<file path="config.mk">
export PLATFORM = sky130hd
export DESIGN_NAME = serial_vec_sum
export DESIGN_NICKNAME = d
export VERILOG_FILES = /design/src/rtl/serial_vec_sum.sv
export SDC_FILE = /design/constraint.sdc
export NUM_CORES = 1
export LEC_CHECK = 0
export ABC_CLOCK_PERIOD_IN_PS = 4100
export CAP_MARGIN = 15
export CORE_MARGIN = 2
export CORE_UTILIZATION = 25
export DETAILED_ROUTE_END_ITERATION = 8
export GPL_ROUTABILITY_DRIVEN = 0
export HOLD_SLACK_MARGIN = 0.05
export MAX_ROUTING_LAYER = met4
export PLACE_DENSITY_LB_ADDON = 0.15
export SYNTH_ARGS = -nofsm -noshare
export SYNTH_HDL_FRONTEND = slang
export SYNTH_SLANG_ARGS = --single-unit
</file>
<file path="constraint.sdc">
create_clock -name clk -period 4.1 [get_ports clk]
set_input_delay 0.41 -clock clk [delete_from_list [all_inputs] [get_ports clk]]
set_output_delay 0.41 -clock clk [all_outputs]
set_load 0.05 [all_outputs]
</file>
<file path="src/rtl/serial_vec_sum.sv">
// ============================================================================
// serial_vec_sum
//
// Collects a frame of DEPTH words into a register vector, then adds the
// stored entries one per cycle and offers the frame sum downstream with a
// valid/ready handshake. Only one frame is in flight at a time: the next
// frame is loaded only after the current sum has been taken.
//
// Parameters
//   WIDTH      data and sum width in bits
//   DEPTH      words per frame (legal range 2..16)
//
// Ports
//   clk        clock, all state changes on the rising edge
//   reset      synchronous, active-high reset
//   in_valid   upstream word present on in_data
//   in_ready   block accepts a word this cycle (LOAD and not in reset)
//   in_data    input word
//   out_valid  out_sum holds a completed frame sum
//   out_ready  downstream accepts out_sum
//   out_sum    frame sum (unsigned, modulo 2^WIDTH), zero while out_valid=0
// ============================================================================
module serial_vec_sum #(
    parameter int WIDTH = 32,
    parameter int DEPTH = 6
) (
    input  logic             clk,
    input  logic             reset,
    input  logic             in_valid,
    output logic             in_ready,
    input  logic [WIDTH-1:0] in_data,
    output logic             out_valid,
    input  logic             out_ready,
    output logic [WIDTH-1:0] out_sum
);

    // Index width covers 0..DEPTH-1; DEPTH is at least 2 so this is >= 1.
    localparam int               IDX_W    = (DEPTH > 2) ? $clog2(DEPTH) : 1;
    localparam logic [IDX_W-1:0] LAST_IDX = IDX_W'(DEPTH - 1);
    localparam logic [IDX_W-1:0] IDX_ONE  = IDX_W'(1);
    localparam logic [IDX_W-1:0] IDX_ZERO = IDX_W'(0);
    localparam logic [WIDTH-1:0] ACC_ZERO = WIDTH'(0);

    typedef enum logic [1:0] {
        LOAD = 2'd0,
        SUM  = 2'd1,
        OUT  = 2'd2
    } state_t;

    state_t           state_r;
    state_t           state_s;
    logic [IDX_W-1:0] idx_r;
    logic [IDX_W-1:0] idx_s;
    logic [WIDTH-1:0] acc_r;
    logic [WIDTH-1:0] acc_s;
    logic [WIDTH-1:0] entry_r [DEPTH];
    logic             wr_en_s;
    logic             last_s;

    // The current index points at the final entry of the frame.
    assign last_s = (idx_r == LAST_IDX);

    // State, index and accumulator registers.
    always_ff @(posedge clk) begin
        if (reset) begin
            state_r <= LOAD;
            idx_r   <= IDX_ZERO;
            acc_r   <= ACC_ZERO;
        end else begin
            state_r <= state_s;
            idx_r   <= idx_s;
            acc_r   <= acc_s;
        end
    end

    // Frame storage: written only on an accepted word, cleared by reset.
    always_ff @(posedge clk) begin
        if (reset) begin
            for (int i = 0; i < DEPTH; i++) begin
                entry_r[i] <= ACC_ZERO;
            end
        end else if (wr_en_s) begin
            entry_r[idx_r] <= in_data;
        end
    end

    // Next-state, next-index, next-accumulator and write-enable decode.
    always_comb begin
        state_s = state_r;
        idx_s   = idx_r;
        acc_s   = acc_r;
        wr_en_s = 1'b0;
        case (state_r)
            LOAD: begin
                // in_ready is 1 here, so in_valid alone marks an accept.
                // A gap in in_valid leaves index and entries untouched.
                if (in_valid) begin
                    wr_en_s = 1'b1;
                    if (last_s) begin
                        state_s = SUM;
                        idx_s   = IDX_ZERO;
                        acc_s   = ACC_ZERO;
                    end else begin
                        idx_s = idx_r + IDX_ONE;
                    end
                end else begin
                    wr_en_s = 1'b0;
                end
            end
            SUM: begin
                // One entry per cycle; carries out of WIDTH are dropped.
                acc_s = acc_r + entry_r[idx_r];
                if (last_s) begin
                    state_s = OUT;
                    idx_s   = IDX_ZERO;
                end else begin
                    idx_s = idx_r + IDX_ONE;
                end
            end
            OUT: begin
                // The sum is held in acc_r until downstream takes it.
                if (out_ready) begin
                    state_s = LOAD;
                    idx_s   = IDX_ZERO;
                end else begin
                    state_s = OUT;
                end
            end
            default: begin
                // Unreachable encoding: fall back to a clean empty frame.
                state_s = LOAD;
                idx_s   = IDX_ZERO;
                acc_s   = ACC_ZERO;
            end
        endcase
    end

    // Handshake outputs come from the state register only; reset masks
    // in_ready so nothing is taken while the block is being cleared.
    assign in_ready  = (state_r == LOAD) && !reset;
    assign out_valid = (state_r == OUT);
    assign out_sum   = out_valid ? acc_r : ACC_ZERO;

endmodule
</file>
**Run 1: clock wiring as the flow saved it**

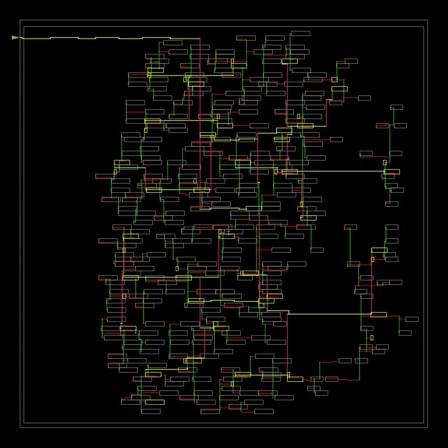
worst clock skew: 11.3 ps
flop count: 296
clock group power: 2.83 mW
clk ins delay skew pair: 520 ps
final-layout clock buffer total: 41

**Run 1: M4 wires**

Scale bar: 50 um. Cells faint in the background.
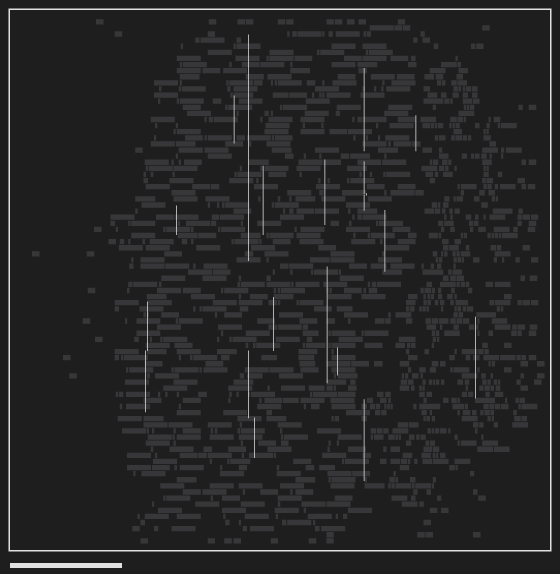
The wires run mostly vertical. 6 nets have wire on it. The longest straight run is 101 um. The layer carries 552 um of wire.

**Run 1: cell sizes after repair**

Scale bar: 50 um.
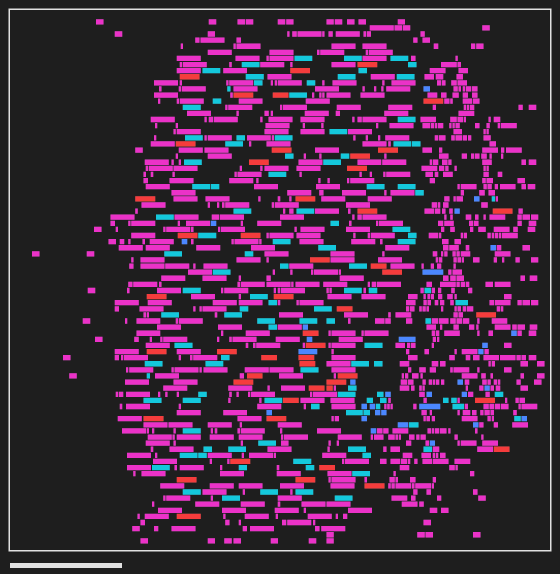
Cyan shows _2 cells, cells 113, share 9.7%. Red shows _6 and larger, cells 49, share 4.2%. Magenta shows _0 and _1 cells, cells 974, share 83%. Blue shows _3 and _4 cells, cells 32, share 2.7%.

==> run 1: routing by layer <==
layer | wire (um) | GRT usage
met3 | 1650 | 0.0236
met2 | 18300 | 0.224
met4 | 551 | 0.0294
met5 | 0 | -
met1 | 19000 | 0.199
==> run 1: critical path, cell delays in order (launching register included) <==
cell and delay (ps):
dfxtp_4 380, buf_12 230, buf_12 240, mux4_2 520
mux2_2 290, ha_1 460, nand4_1 270, or3_1 390
o41ai_2 300, buf_4 200, o21ai_0 70, a32o_1 260
==> run 1: report_power, final <==
group | internal [mW] | total, mW | switching, mW
Combinational | 0.275 | 0.656 | 0.381
Sequential | 3.36 | 3.40 | 0.0316
Clock | 1.62 | 2.83 | 1.21
==> summary.txt, run 1 <==
fresh numbers from the pnr run: count of fill cells added during filler insertion 5538, number of nets with antenna violations after routing 0, total wire length 39.5 mm, die boundary height 241 um, per-cell routed wire length 20.6 um, number of slew-limit violations in the final report 0, share of final-layout standard cells stronger than drive strength 1 0.166, cell row count 86, Arrival @ worst endpoint 4160 ps, clock-pin slew reported for the worst setup and hold paths after clock tree synthesis 60 ps, clock root buffer clkbuf_16, number of port buffers 69, Flops after synth 296, Post-synth top flop edfxtp_1, leakage power 6.04 nW, io pins 70, Iteration-0 DRC Markers 621, top area cells in the synthesized netlist edfxtp_1 (55%), mux4_2 (10%), dfxtp_1 (5.7%), nor2_1 (4.5%), and2_1 (3.0%), startpoint kind of the worst setup timing path flop, Core Footprint 0.0552 mm2, share of the synthesized area in the top cell type 0.550, residual DRC count 0, logic share of the area 0.305, area share of and/or/nand/nor cells after synthesis 0.121, cell depth of the worst flop-to-flop path 11, status completed, effective utilization at floorplan 0.253, biggest area consumer among synthesized cells edfxtp_1, warning count from the yosys run 0, HPWL after detailed placement 25.2 mm, non-clock inverter count in the final layout 43, number of detailed-route iterations in the first pass 5, total CTS buffers 34, Synth top cell by count edfxtp_1
**Run 1: M2 wires**

Cells faint in the background.
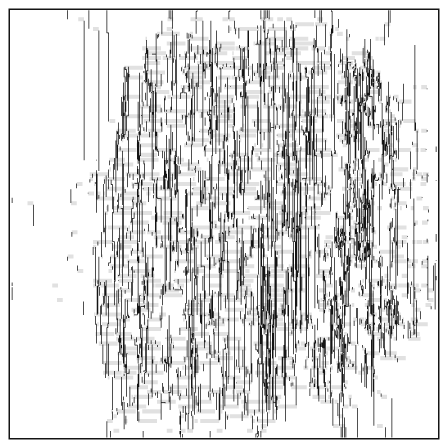

--- run 2 (diff from run 1) ---
- CORE_UTILIZATION: 25 -> 30
**Run 2: M2 wires**

Cells faint in the background.
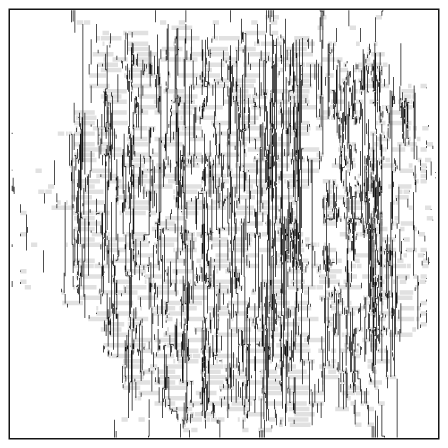
The wires run mostly vertical. The longest straight run is 87.2 um. The layer carries 17400 um of wire. 981 nets have wire on it. The layer holds 47% of the routed length.

**Run 2: cell sizes after repair**

Scale bar: 50 um.
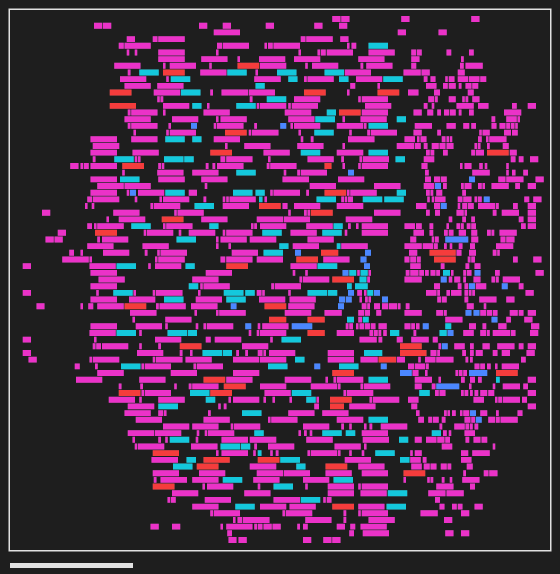
Red shows _6 and larger, cells 48, share 4.1%. Blue shows _3 and _4 cells, cells 40, share 3.4%. Cyan shows _2 cells, cells 113, share 9.6%. Magenta shows _0 and _1 cells, cells 972, share 83%.

==> summary.txt, run 2 <==
fresh numbers from the pnr run: status completed (unchanged), number of slew-limit violations in the final report 0 (unchanged), clk ins delay skew pair 530 ps (was 520 ps), total CTS buffers 35 (was 34), count of fill cells added during filler insertion 4528 (was 5538), Post-synth top flop edfxtp_1 (unchanged), effective utilization at floorplan 0.302 (was 0.253), Flops after synth 296 (unchanged), Switching Power 1.62 mW (was 1.63 mW), switching fraction of total power 0.225 (was 0.236), number of cells on the critical path 13 (was 11), area share of and/or/nand/nor cells after synthesis 0.121 (unchanged), combinational power share 0.090 (was 0.095), share of final-layout standard cells stronger than drive strength 1 0.171 (was 0.166), cell row count 79 (was 86), number of nets with antenna violations after routing 0 (unchanged), number of detailed-route iterations in the first pass 5 (unchanged), total wire length 36.8 mm (was 39.5 mm), leakage power 6.10 nW (was 6.04 nW), part of the power in the clock network 0.438 (was 0.412), Core Footprint 0.0463 mm2 (was 0.0552 mm2), die boundary height 220 um (was 241 um)
## run 2: layout make-up
| cell class | instances | area (um2) | share of cell area |
|---|---|---|---|
| multi-input cells | 663 | 5130 | 0.306 |
| repair buffers | 109 | 1050 | 0.0629 |
| clock buffers | 47 | 942 | 0.0562 |
| inverters | 43 | 161 | 0.00963 |
| well taps | 607 | 759 | 0.0453 |
| flip-flops and latches | 296 | 8490 | 0.507 |
| clock inverters | 15 | 210 | 0.0125 |
## run 2: layer usage
layer	routed length (um)	vias to the layer above	track usage
li1	-	4097	-
met1	17200	4268	0.219
met2	17400	152	0.261
met3	1410	45	0.0225
met4	668	0	0.0385
met5	0	-	-
Power figures rest on the tool's default switching activity, not on a simulated workload.
